**src/rtl/rv32_imem_loader.sv**
```systemverilog
// ---------------------------------------------------------------------------
// rv32_imem_loader
//
// Takes a host word stream (header with length N, N payload words, one
// checksum word) and writes the payload into the instruction memory of
// rv32_core. The core is held in program mode and reset while loading. It is
// released only after the checksum matches, so it never runs a partial or
// corrupt image.
//
// Ports
//   rv32_io_clk, rv32_io_rst_n  clock; asynchronous active-low reset
//   ldr_start                   one-cycle load request (IDLE/ERROR only)
//   ldr_in_valid/ready/data     host stream
//   imem_w_en/addr/data         registered instruction-memory write port
//   core_program, core_rst_n    core control
//   ldr_busy                    load in progress (HDR..HOLD)
//   ldr_done                    one-cycle pulse when the core is released
//   ldr_err, ldr_err_code       sticky error: 1 zero length,
//                               2 too long, 3 checksum mismatch
//   dbg_state                   current FSM state, for observation
//
// Handshake: a word moves on every rising edge where ldr_in_valid and
// ldr_in_ready are both 1. ldr_in_ready is decoded from the state alone and
// never looks at ldr_in_valid. The host may raise or drop valid at any time.
// ---------------------------------------------------------------------------
module rv32_imem_loader #(
    parameter int IMEM_ADDR_W = 10,
    parameter int BASE_ADDR   = 0,
    parameter int RST_HOLD    = 4
) (
    input  logic                   rv32_io_clk,
    input  logic                   rv32_io_rst_n,
    input  logic                   ldr_start,
    input  logic                   ldr_in_valid,
    output logic                   ldr_in_ready,
    input  logic [31:0]            ldr_in_data,
    output logic                   imem_w_en,
    output logic [IMEM_ADDR_W-1:0] imem_addr,
    output logic [31:0]            imem_data,
    output logic                   core_program,
    output logic                   core_rst_n,
    output logic                   ldr_busy,
    output logic                   ldr_done,
    output logic                   ldr_err,
    output logic [1:0]             ldr_err_code,
    output logic [2:0]             dbg_state
);

    typedef enum logic [2:0] {
        S_IDLE  = 3'd0,
        S_HDR   = 3'd1,
        S_LOAD  = 3'd2,
        S_CSUM  = 3'd3,
        S_HOLD  = 3'd4,
        S_ERROR = 3'd5
    } state_t;

    // Largest legal payload length: the words from BASE_ADDR to the top of
    // memory. It is 33 bits wide, so 2^IMEM_ADDR_W cannot overflow.
    localparam logic [32:0]            LIMIT     = (33'd1 << IMEM_ADDR_W) - 33'(BASE_ADDR);
    localparam logic [IMEM_ADDR_W-1:0] BASE      = IMEM_ADDR_W'(BASE_ADDR);
    localparam logic [7:0]             HOLD_INIT = 8'(RST_HOLD);

    state_t      state, state_d;
    logic [31:0] len;
    logic [31:0] cnt;
    logic [31:0] sum;
    logic [7:0]  hold_cnt;

    logic        xfer;
    logic [31:0] cnt_inc;
    logic        go_start, go_hdr, go_wr, go_hold, go_err, go_release;
    logic [1:0]  err_code_d;

    assign xfer      = ldr_in_valid && ldr_in_ready;
    assign cnt_inc   = cnt + 32'd1;
    assign dbg_state = state;

    always_ff @(posedge rv32_io_clk or negedge rv32_io_rst_n) begin
        if (!rv32_io_rst_n) begin
            state <= S_IDLE;
        end else begin
            state <= state_d;
        end
    end

    always_comb begin
        state_d      = state;
        go_start     = 1'b0;
        go_hdr       = 1'b0;
        go_wr        = 1'b0;
        go_hold      = 1'b0;
        go_err       = 1'b0;
        go_release   = 1'b0;
        err_code_d   = 2'd0;
        ldr_in_ready = 1'b0;
        ldr_busy     = 1'b0;
        case (state)
            S_IDLE, S_ERROR: begin
                if (ldr_start) begin
                    state_d  = S_HDR;
                    go_start = 1'b1;
                end
            end
            S_HDR: begin
                ldr_in_ready = 1'b1;
                ldr_busy     = 1'b1;
                if (xfer) begin
                    go_hdr = 1'b1;
                    if (ldr_in_data == 32'd0) begin
                        state_d    = S_ERROR;
                        go_err     = 1'b1;
                        err_code_d = 2'd1;
                    end else if ({1'b0, ldr_in_data} > LIMIT) begin
                        state_d    = S_ERROR;
                        go_err     = 1'b1;
                        err_code_d = 2'd2;
                    end else begin
                        state_d = S_LOAD;
                    end
                end
            end
            S_LOAD: begin
                ldr_in_ready = 1'b1;
                ldr_busy     = 1'b1;
                if (xfer) begin
                    go_wr = 1'b1;
                    if (cnt_inc == len) begin
                        state_d = S_CSUM;
                    end
                end
            end
            S_CSUM: begin
                ldr_in_ready = 1'b1;
                ldr_busy     = 1'b1;
                if (xfer) begin
                    if (ldr_in_data == sum) begin
                        state_d = S_HOLD;
                        go_hold = 1'b1;
                    end else begin
                        state_d    = S_ERROR;
                        go_err     = 1'b1;
                        err_code_d = 2'd3;
                    end
                end
            end
            S_HOLD: begin
                ldr_busy = 1'b1;
                if (hold_cnt == 8'd0) begin
                    state_d    = S_IDLE;
                    go_release = 1'b1;
                end
            end
            default: state_d = S_IDLE;
        endcase
    end

    always_ff @(posedge rv32_io_clk or negedge rv32_io_rst_n) begin
        if (!rv32_io_rst_n) begin
            len          <= '0;
            cnt          <= '0;
            sum          <= '0;
            hold_cnt     <= '0;
            imem_w_en    <= 1'b0;
            imem_addr    <= '0;
            imem_data    <= '0;
            core_program <= 1'b0;
            core_rst_n   <= 1'b0;
            ldr_done     <= 1'b0;
            ldr_err      <= 1'b0;
            ldr_err_code <= 2'd0;
        end else begin
            imem_w_en <= go_wr;
            ldr_done  <= go_release;

            if (go_start) begin
                ldr_err      <= 1'b0;
                ldr_err_code <= 2'd0;
                core_rst_n   <= 1'b0;
                core_program <= 1'b1;
                cnt          <= '0;
                sum          <= '0;
            end

            if (go_hdr) begin
                len <= ldr_in_data;
            end

            // The length check bounds the address, so the low bits of cnt
            // are enough and the address never wraps.
            if (go_wr) begin
                imem_addr <= BASE + cnt[IMEM_ADDR_W-1:0];
                imem_data <= ldr_in_data;
                sum       <= sum + ldr_in_data;
                cnt       <= cnt_inc;
            end

            if (go_hold) begin
                hold_cnt     <= HOLD_INIT;
                core_program <= 1'b0;
            end else if (state == S_HOLD && hold_cnt != 8'd0) begin
                hold_cnt <= hold_cnt - 8'd1;
            end

            if (go_release) begin
                core_rst_n <= 1'b1;
            end

            if (go_err) begin
                ldr_err      <= 1'b1;
                ldr_err_code <= err_code_d;
                core_program <= 1'b0;
                core_rst_n   <= 1'b0;
            end
        end
    end

endmodule

```
**config.mk**
```make
export PLATFORM = sky130hd
export DESIGN_NAME = rv32_imem_loader
export DESIGN_NICKNAME = d
export VERILOG_FILES = /design/src/rtl/rv32_imem_loader.sv
export SDC_FILE = /design/constraint.sdc
export NUM_CORES = 1
export LEC_CHECK = 0
export ABC_AREA = 1
export CORE_ASPECT_RATIO = 1.5
export CORE_MARGIN = 2
export CORE_UTILIZATION = 50
export CTS_CLUSTER_DIAMETER = 30
export CTS_CLUSTER_SIZE = 40
export DETAILED_ROUTE_END_ITERATION = 7
export PLACE_DENSITY_LB_ADDON = 0.05
export REMOVE_ABC_BUFFERS = 1
export SYNTH_ARGS = -nofsm -noshare
export SYNTH_HDL_FRONTEND = slang
export SYNTH_SLANG_ARGS = --single-unit
```
**constraint.sdc**
```tcl
create_clock -name rv32_io_clk -period 2.2 [get_ports rv32_io_clk]
set_clock_uncertainty 0.05 [all_clocks]
set_input_delay 0.44 -clock rv32_io_clk [delete_from_list [all_inputs] [get_ports rv32_io_clk]]
set_output_delay 0.44 -clock rv32_io_clk [all_outputs]
set_load 0.01 [all_outputs]
```
wires.png
Drawn at 2 px/µm. Only two layers are drawn.
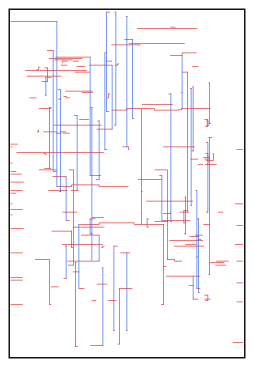
blue -> metal 4  # wire length 1,760 µm
red -> metal 3  # wire length 1,080 µm

placement.png
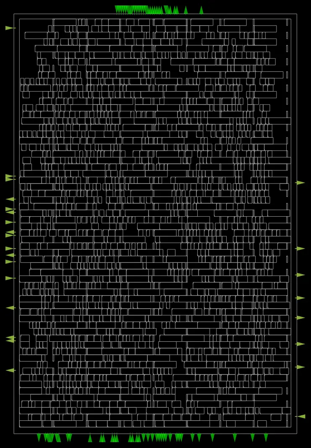
Core Region: 0.0189 mm²
sequential cell area share: 28.3%
final cell count without fillers: 1,888
FP Rows: 62
fin util: 73.1%

io_fan.png
Drawn at 3 px/µm.
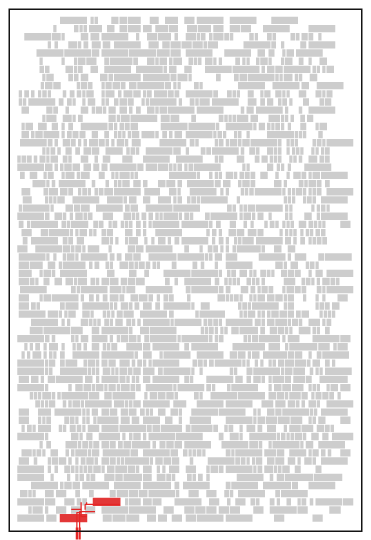
red -> `ldr_err_code`  # bits 2, direction output, edge bottom, end cells 2, buffers 2, wire 41.7 µm

==> notes.md <==
flow finished, numbers: Clock Power Share 32.9%, aoi share 13.2%, critical path fanouts, max 4, Slowest cell on crit path dfrtp_1, met2 WL 16,100 µm, GRT overflow 0, GR Util met2 53.7%, worst-case clock buffer depth 2, cts hold-fix bufs 1, Top cell excl fill/tap nand2_1, violated checks negative setup slack, met1 wire length 12,000 µm, port buffer count 89, design area 0.0138 mm², Adder-Cell Fraction of Synth Area 4.65%, Setup TNS Final -0.547 ns, Initial Util 50.6%, Reg clk slew, reported paths 0.07 ns, top cells by count nand2_1 (389), dfrtp_1 (156), inv_1 (149), Critical Path End dbg_state[0]$_DFFE_PN0P_, First-pass DRT Iterations 7, flip-flops with a built-in enable 0, endpoints failing setup 3, yosys stat area 0.00957 mm², Main power group registers, Biggest Area Class combinational gates, Mux cell area share 0%, Tmin final 2.39 ns, largest net degree at the start of global routing 90, status finished, violations left, grt peak-use layer met2, vias per inst 5.32, pwr/cell area 669 mW/mm², P_leak 6.77 nW, RSZ-0062 raised after global routing true, R2R depth 14, PnR worst setup slack -0.188 ns
Power figures rest on the tool's default switching activity, not on a simulated workload.
